==> config.mk <==
export PLATFORM = sky130hd
export DESIGN_NAME = hazard_scoreboard
export DESIGN_NICKNAME = d
export VERILOG_FILES = /design/src/rtl/hazard_scoreboard.sv
export SDC_FILE = /design/constraint.sdc
export NUM_CORES = 1
export LEC_CHECK = 0
export ABC_AREA = 1
export CELL_PAD_IN_SITES_DETAIL_PLACEMENT = 0
export CELL_PAD_IN_SITES_GLOBAL_PLACEMENT = 1
export CORE_UTILIZATION = 33
export DETAILED_ROUTE_END_ITERATION = 10
export PLACE_DENSITY = 0.88
export SLEW_MARGIN = 40
export SYNTH_ARGS = -nofsm -noshare
export SYNTH_HDL_FRONTEND = slang
export SYNTH_HIERARCHICAL = 1
export SYNTH_SLANG_ARGS = --single-unit
==> constraint.sdc <==
create_clock -name clk -period 3.4 [get_ports clk]
set_input_delay 0.68 -clock clk [delete_from_list [all_inputs] [get_ports clk]]
set_output_delay 0.68 -clock clk [all_outputs]
set_load 0.01 [all_outputs]
==> src/rtl/hazard_scoreboard.sv <==
// Decode-side hazard tracker: follows producers through the forwarding stages and
// drives stall plus registered one-hot bypass selects for the EX operand muxes.

module hs_stage_match #(
    parameter int ADDR_W = 4
) (
    input  logic              v,
    input  logic              we,
    input  logic [ADDR_W-1:0] dst,
    input  logic              kill,
    input  logic              re0,
    input  logic [ADDR_W-1:0] p0,
    input  logic              re1,
    input  logic [ADDR_W-1:0] p1,
    output logic              m0,
    output logic              m1
);
    logic wr;

    // R0 is hardwired zero, so a dst=0 writer never forwards
    assign wr = v & we & !kill & (dst != '0);
    assign m0 = wr & re0 & (dst == p0);
    assign m1 = wr & re1 & (dst == p1);
endmodule

module hazard_scoreboard #(
    parameter  int NUM_REGS   = 16,
    parameter  int BYP_STAGES = 2,
    parameter  int MC_W       = 3,
    localparam int ADDR_W     = $clog2(NUM_REGS)
) (
    input  logic                  clk,
    input  logic                  rst,
    input  logic                  id_valid,
    input  logic                  id_re0,
    input  logic                  id_re1,
    input  logic [ADDR_W-1:0]     id_p0_addr,
    input  logic [ADDR_W-1:0]     id_p1_addr,
    input  logic                  id_we,
    input  logic [ADDR_W-1:0]     id_dst_addr,
    input  logic                  id_is_load,
    input  logic [MC_W-1:0]       id_mc_cycles,
    input  logic                  flush,
    input  logic                  ex_we_kill,
    output logic                  stall,
    output logic [BYP_STAGES-1:0] byp0,
    output logic [BYP_STAGES-1:0] byp1,
    output logic                  retire_we,
    output logic [ADDR_W-1:0]     retire_dst
);
    typedef struct packed {
        logic              v;
        logic              we;
        logic [ADDR_W-1:0] dst;
        logic              ld;
    } entry_t;

    entry_t [BYP_STAGES-1:0] stg;
    entry_t                  id_ent;
    entry_t                  s1_ent;
    logic   [MC_W-1:0]       mc_cnt;
    logic   [BYP_STAGES-1:0] m0, m1;
    logic                    mc_busy, load_use, issue;

    for (genvar k = 0; k < BYP_STAGES; k++) begin : g_match
        hs_stage_match #(.ADDR_W(ADDR_W)) u_match (
            .v    (stg[k].v),
            .we   (stg[k].we),
            .dst  (stg[k].dst),
            .kill ((k == 0) ? ex_we_kill : 1'b0),
            .re0  (id_re0),
            .p0   (id_p0_addr),
            .re1  (id_re1),
            .p1   (id_p1_addr),
            .m0   (m0[k]),
            .m1   (m1[k])
        );
    end

    assign mc_busy  = (mc_cnt != '0);
    assign load_use = stg[0].ld & (m0[0] | m1[0]);
    assign stall    = mc_busy | (id_valid & load_use);
    assign issue    = id_valid & !stall & !flush;

    always_comb begin
        id_ent     = '0;
        id_ent.v   = issue;
        id_ent.we  = id_we & issue;
        id_ent.dst = id_dst_addr;
        id_ent.ld  = id_is_load;
        s1_ent     = stg[0];
        s1_ent.we  = stg[0].we & !ex_we_kill;
    end

    always_ff @(posedge clk) begin
        if (rst) begin
            stg    <= '0;
            mc_cnt <= '0;
            byp0   <= '0;
            byp1   <= '0;
        end else begin
            // isolate lowest set bit: youngest matching producer wins
            byp0 <= m0 & (~m0 + 1'b1);
            byp1 <= m1 & (~m1 + 1'b1);
            for (int k = 2; k < BYP_STAGES; k++)
                stg[k] <= stg[k-1];
            if (mc_busy) begin
                // multi-cycle op parks in stage 0; bubbles drain behind it
                stg[1] <= '0;
                mc_cnt <= mc_cnt - 1'b1;
            end else begin
                stg[0] <= id_ent;
                stg[1] <= s1_ent;
                if (issue)
                    mc_cnt <= id_mc_cycles;
            end
        end
    end

    assign retire_we  = stg[BYP_STAGES-1].v & stg[BYP_STAGES-1].we;
    assign retire_dst = stg[BYP_STAGES-1].dst;
endmodule

==> out/metrics.yaml <==
status: "finished clean"
grt_pass1_wl_microns: 4090
min-delay-start: "s1_ent[6]$_SDFFE_PP0N_"
ys_seq_share_pct: 33.8
cts-buffers-inserted: 3
p_comb_mw: 0.459
grt_start_max_net_pins: 14
postCtsSetupRepairBufs: 0
seq_cell_power_mw: 0.352
yosys_warnings: 6
antenna_found_initial: 0
io_buffers: 33
finalSetupViolCount: 0
clk_latency_ns: 0.29
drv_slew: 0
antenna_cells: 0
cts-root-buf: "clkbuf_4"
vdd_drop_max_uv: 335
hold_viol: 0
p_leak_nw: 0.745
area_delta_synth_final_pct: 30.9
layout.nets: 259
synth_flops: 20
syn_nets: 227
finalCritPeriodShare_pct: 92.8
clk_pin_slew_ns: 0.10
top_area_cell: "dfxtp_1"
drtIter0Drc: 33
max-cap-violations: 0
power_density_nw_per_um2: 592
switchingPower_mw: 0.395
cts_buffer_depth: 2
yosysChipArea_sq_um: 1180
syn_area_per_cell_sq_um: 5.89
place_congestion: 0.805
first_pass_iters: 4
fmax_mhz: 317
seqPwrFrac_pct: 38.4
synthTopCellsByCount: "65 x nand2_1, 37 x nor2_1, 36 x inv_1"
die_h_microns: 61.9
finClkSkew_ns: 0.00610
p_clk_share_pct: 11.6
[routing by layer]
| layer | routed length [microns] | track usage, % |
|---|---|---|
| met5 | 0 | 0 |
| met4 | 55 | 5.08 |
| met3 | 121 | 2.69 |
| met2 | 1060 | 24.0 |
| met1 | 1190 | 18.5 |
[path summary, 6_finish.rpt]
kind,to,slack [ns],cells past startpoint
setup / recovery,stall,0.24,12
hold / removal,stg[13]$_SDFF_PP0_,0.45,2
setup reg to reg,mc_cnt[0]$_SDFFE_PP0P_,1.94,12
hold reg to reg,stg[13]$_SDFF_PP0_,0.45,2
[per-stage QoR]
step | total power, mW | utilization, %
final | 0.918 | 45.8
after global routing | 1.02 | 45.8
after CTS | 0.930 | 45.7
after detailed placement | 0.820 | 45.0
after global placement | 0.817 | 45.0
after floorplan | 0.716 | -
[cell usage in the layout, fill, tap and decap left out, drive strengths merged, types with 2 or more instances in the layout]
cell	instances
a21oi	8
clkbuf	3
clkdlybuf4s50	33
dfxtp	20
ha	2
inv	40
nand2	67
nand3	6
nor2	37
o21ai	11
[layout make-up]
class	instances	area (sq um)
Tap cell	46	57.6
Clock buffer	3	22.5
Timing Repair Buffer	33	330
Sequential cell	20	400
Fill cell	373	1840
Multi-Input combinational cell	135	591
Inverter	40	150
[sequential cells by signal, summed over array words and instances, names as in the netlist]
| name | count |
|---|---|
| byp0 | 2 |
| s1_ent | 6 |
| mc_cnt | 3 |
| byp1 | 2 |
| retire_dst | 4 |
| stg | 3 |
[logic make-up (layout without fill, tap and decap cells)]
kind of cell	count (synthesis)	count (layout)	share of synthesized area (%)
fa+ha+maj	2	2	2.11
buf+inv	46	76	16.6
flops	20	20	33.8
other cells	1	1	0.316
compound gates	20	20	9.29
simple gates	112	112	37.9
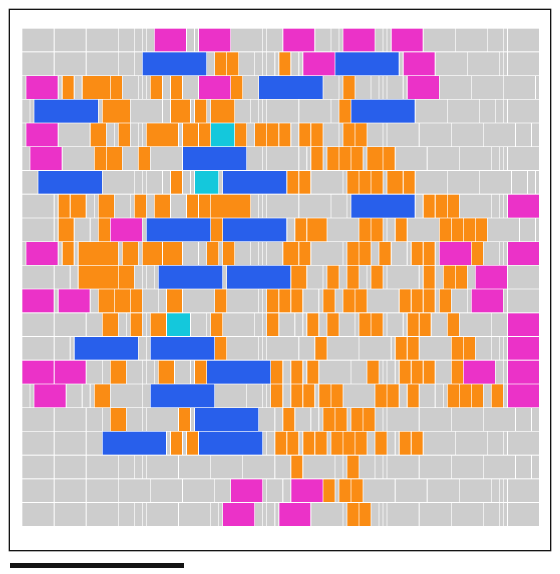
class_map.png
Scale bar: 20 microns. Fill, decap, tap and diode cells in grey.
| colour | class | cells | share of their area |
|---|---|---|---|
| blue | registers | 20 | 27% |
| cyan | clock-net drivers | 3 | 1.5% |
| magenta | remaining buffers and delay cells | 33 | 22% |
| orange | remaining logic cells | 175 | 50% |

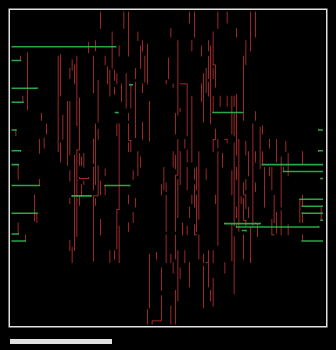
layers.png
Scale bar: 20 microns. Only two layers are drawn.
| colour | layer | wire length |
|---|---|---|
| green | M3 | 122 microns |
| red | M2 | 1060 microns |
gr usage total: 14.4%
total wire length: 2430 microns
Avg WL per Cell: 8.78 microns
Vias: 1169

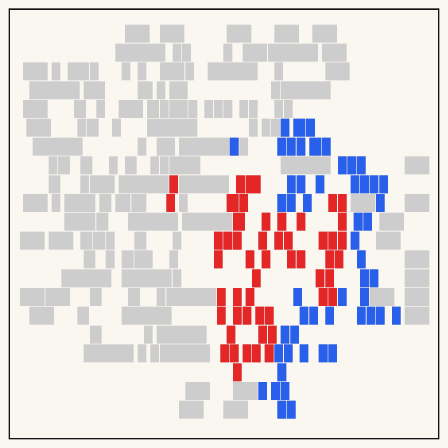
blocks.png
Other cells in grey.
| colour | instance | cells |
|---|---|---|
| red | `g_match[0].u_match` | 51 |
| blue | `g_match[1].u_match` | 52 |

Power figures rest on the tool's default switching activity, not on a simulated workload.
